## config.mk

```make
export PLATFORM = sky130hd
export DESIGN_NAME = add_share_arb
export DESIGN_NICKNAME = d
export VERILOG_FILES = /design/src/rtl/add_share_pkg.sv /design/src/rtl/add_share_arb_rr_arbiter.sv /design/src/rtl/add_share_arb.sv
export SDC_FILE = /design/constraint.sdc
export NUM_CORES = 1
export LEC_CHECK = 0
export CAP_MARGIN = 10
export CORE_ASPECT_RATIO = 1.75
export CORE_UTILIZATION = 39
export DETAILED_ROUTE_END_ITERATION = 10
export HOLD_SLACK_MARGIN = 0.1
export PLACE_DENSITY_LB_ADDON = 0.25
export SLEW_MARGIN = 10
export SYNTH_ARGS = -nofsm -noshare
export SYNTH_HDL_FRONTEND = slang
export SYNTH_HIERARCHICAL = 1
export SYNTH_SLANG_ARGS = --single-unit
export TNS_END_PERCENT = 20
```

## constraint.sdc

```tcl
create_clock -name clk -period 1.9 [get_ports clk]
set_input_delay 0.285 -clock clk [delete_from_list [all_inputs] [get_ports clk]]
set_output_delay 0.285 -clock clk [all_outputs]
set_load 0.01 [all_outputs]
```

## src/rtl/add_share_pkg.sv

```systemverilog
// Shared types for the adder-sharing scheduler: FSM state encoding and ID width helper.
package add_share_pkg;

  typedef enum logic [1:0] {
    IDLE = 2'd0,
    EXEC = 2'd1,
    RESP = 2'd2
  } state_t;

  // Width of a requester index; a single requester still needs one bit.
  function automatic int id_w(input int n);
    return (n > 1) ? $clog2(n) : 1;
  endfunction

endpackage

```

## src/rtl/add_share_arb_rr_arbiter.sv

```systemverilog
// Combinational round-robin pick: first asserted req at or above ptr, wrapping.
// Zero latency; produces no grant when nothing is requesting.
module rr_arbiter
  import add_share_pkg::*;
#(
  parameter int NREQ = 2,
  parameter int ID_W = id_w(NREQ)
) (
  input  logic [NREQ-1:0] req,
  input  logic [ID_W-1:0] ptr,
  output logic [NREQ-1:0] gnt,
  output logic [ID_W-1:0] gnt_idx
);

  int   idx;
  logic found;

  always_comb begin
    gnt     = '0;
    gnt_idx = '0;
    found   = 1'b0;
    idx     = 0;
    for (int k = 0; k < NREQ; k++) begin
      idx = int'(ptr) + k;
      if (idx >= NREQ) idx = idx - NREQ;
      if (!found && req[idx]) begin
        found    = 1'b1;
        gnt[idx] = 1'b1;
        gnt_idx  = ID_W'(idx);
      end
    end
  end

endmodule

```

## src/rtl/add_share_arb.sv

```systemverilog
// Round-robin scheduler sharing one external adder between NREQ valid/ready requesters.
// Accept -> response valid two cycles later; rsp held until rsp_ready, no accepts while busy.
module add_share_arb
  import add_share_pkg::*;
#(
  parameter int NREQ  = 2,
  parameter int WIDTH = 8,
  localparam int ID_W = id_w(NREQ)
) (
  input  logic                  clk,
  input  logic                  rst,
  input  logic [NREQ-1:0]       req_valid,
  output logic [NREQ-1:0]       req_ready,
  input  logic [NREQ*WIDTH-1:0] req_a,
  input  logic [NREQ*WIDTH-1:0] req_b,
  output logic [WIDTH-1:0]      add_a,
  output logic [WIDTH-1:0]      add_b,
  input  logic [WIDTH:0]        add_sum,
  output logic                  rsp_valid,
  input  logic                  rsp_ready,
  output logic [WIDTH-1:0]      rsp_sum,
  output logic                  rsp_carry,
  output logic [ID_W-1:0]       rsp_id,
  output logic                  busy
);

  state_t          state;
  logic [ID_W-1:0] ptr;
  logic [NREQ-1:0] gnt;
  logic [ID_W-1:0] gnt_idx;
  logic            accept;
  logic [WIDTH-1:0] sel_a;
  logic [WIDTH-1:0] sel_b;

  rr_arbiter #(.NREQ(NREQ), .ID_W(ID_W)) u_arb (
    .req     (req_valid),
    .ptr     (ptr),
    .gnt     (gnt),
    .gnt_idx (gnt_idx)
  );

  assign req_ready = (state == IDLE) ? gnt : '0;
  assign accept    = |(req_valid & req_ready);
  assign sel_a     = req_a[int'(gnt_idx)*WIDTH +: WIDTH];
  assign sel_b     = req_b[int'(gnt_idx)*WIDTH +: WIDTH];
  assign rsp_valid = (state == RESP);
  assign busy      = (state != IDLE);

  // Operand regs double as the adder's input pins, so they only move on accept.
  always_ff @(posedge clk or posedge rst) begin
    if (rst) begin
      state     <= IDLE;
      ptr       <= '0;
      add_a     <= '0;
      add_b     <= '0;
      rsp_sum   <= '0;
      rsp_carry <= 1'b0;
      rsp_id    <= '0;
    end else begin
      case (state)
        IDLE: begin
          if (accept) begin
            add_a  <= sel_a;
            add_b  <= sel_b;
            rsp_id <= gnt_idx;
            ptr    <= (gnt_idx == ID_W'(NREQ - 1)) ? '0 : gnt_idx + 1'b1;
            state  <= EXEC;
          end
        end
        EXEC: begin
          rsp_sum   <= add_sum[WIDTH-1:0];
          rsp_carry <= add_sum[WIDTH];
          state     <= RESP;
        end
        RESP: begin
          if (rsp_ready) state <= IDLE;
        end
        default: state <= IDLE;
      endcase
    end
  end

endmodule
```

==> impl_metrics.json <==
{
  "outcome": "completed",
  "required_ps": 1620,
  "cts_tree": "built",
  "reg2reg_to": "add_a[7]",
  "cp.arrival_ps": 1490,
  "powerDensity_mw_per_mm2": 1390,
  "clk_path_buf_depth": 2,
  "combGateArea_um2": 627,
  "numCtsBuffers": 5,
  "top_cells_by_area": "dfrtp_1 51%, mux2_2 22%, mux2_4 9.6%",
  "ys_area_mm2": 0.00141,
  "max_slew_margin_pct": 71.8,
  "power_switching_mw": 0.961,
  "areaGrowthSynthToFinish_pct": 67.1,
  "final_cell_mix": "72 x clkdlybuf4s50_1, 29 x dfrtp_1, 28 x mux2_2",
  "clock_skew_ps": 2.97,
  "simple_gate_area_share_pct": 3.37,
  "ios": 76,
  "syn_area_mm2": 0.00141,
  "drc": 0,
  "whs_ps": 371,
  "fin_crit_ps": 1770,
  "post-route-util_pct": 68.8,
  "synth.top_cell.area_share_pct": 51.4,
  "fmax_mhz": 564,
  "diodes": 0,
  "postLayoutCellArea_mm2": 0.00236,
  "grt_max_degree": 30,
  "postRouteAntennaNets": 0,
  "track_usage_pct": 17.6,
  "critPathCaptureType": "primary output",
  "post-place-ws_ps": -173,
  "synth_warnings": 6,
  "fp_nets": 140,
  "drive_gt1_share_pct": 32.0,
  "maxSlewViolCount": 0,
  "syn_inst": 94,
  "synthDistinctLibCells": 19,
  "min_path_type": "input pin to async pin",
  "path_max_fanout": 4,
  "rows": 28,
  "place.gp.congestion": 0.620,
  "common_cells": "29 x dfrtp_1, 28 x mux2_2, 9 x mux2_4, 5 x inv_1, 5 x mux2_1",
  "fp_util_pct": 41.1,
  "nets": 227,
  "grt_overflow": 0,
  "coreArea_mm2": 0.00343,
  "die_area_mm2": 0.00388,
  "ff2ff_setup_slack_ps": 300
}
[critical path: stages]
cell and delay [ps]:
clkdlybuf4s50_1 550, a21boi_2 210, inv_1 50, nor2_1 110, dlygate4sd2_1 280
[area by class of cell]
class                      count  area share, %
timing repair buffer          85           35.9
sequential                    29           30.7
multi-input combinational     55           26.6
clock buffer                   7           3.66
tap                           45           2.38
inverter                       5          0.795
[timing repair]
item | 4_1_cts | 5_1_grt
hold buffers | 0 | 0
gates resized | 4 | 0
endpoints found under the setup margin | 2 | 0
[power groups by stage]
stage | registers (mW) | clock network (mW) | logic (mW)
after global placement | 1.09 | 0 | 1.70
final | 1.09 | 0.493 | 1.71
after floorplan | 1.23 | 0 | 0.725
after global routing | 1.13 | 0.538 | 1.82
after detailed placement | 1.10 | 0 | 1.73
after CTS | 1.10 | 0.511 | 1.73
m1.png
Supply wires on this layer in gray.
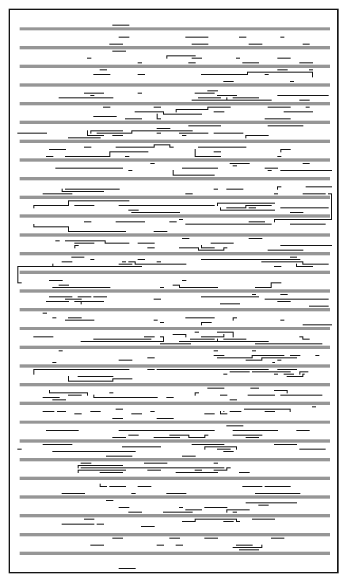
share of all routed wire = 37%
wire length on this layer = 1110 um
nets with wire on the layer = 193
main direction = horizontal
number of vias in the routed layout: 1051
M1 GR Usage: 18.3%
total wire length: 3020 um

m2.png
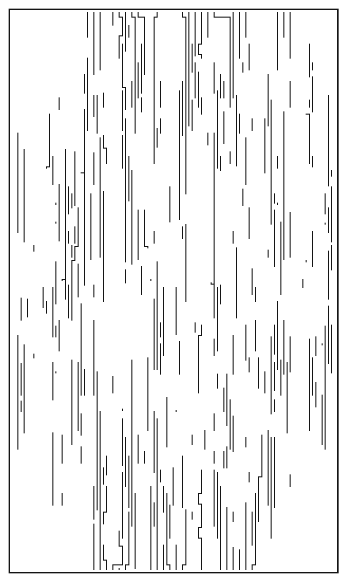
nets with wire on the layer = 212
share of all routed wire = 56%
main direction = vertical
wire length on this layer = 1700 um

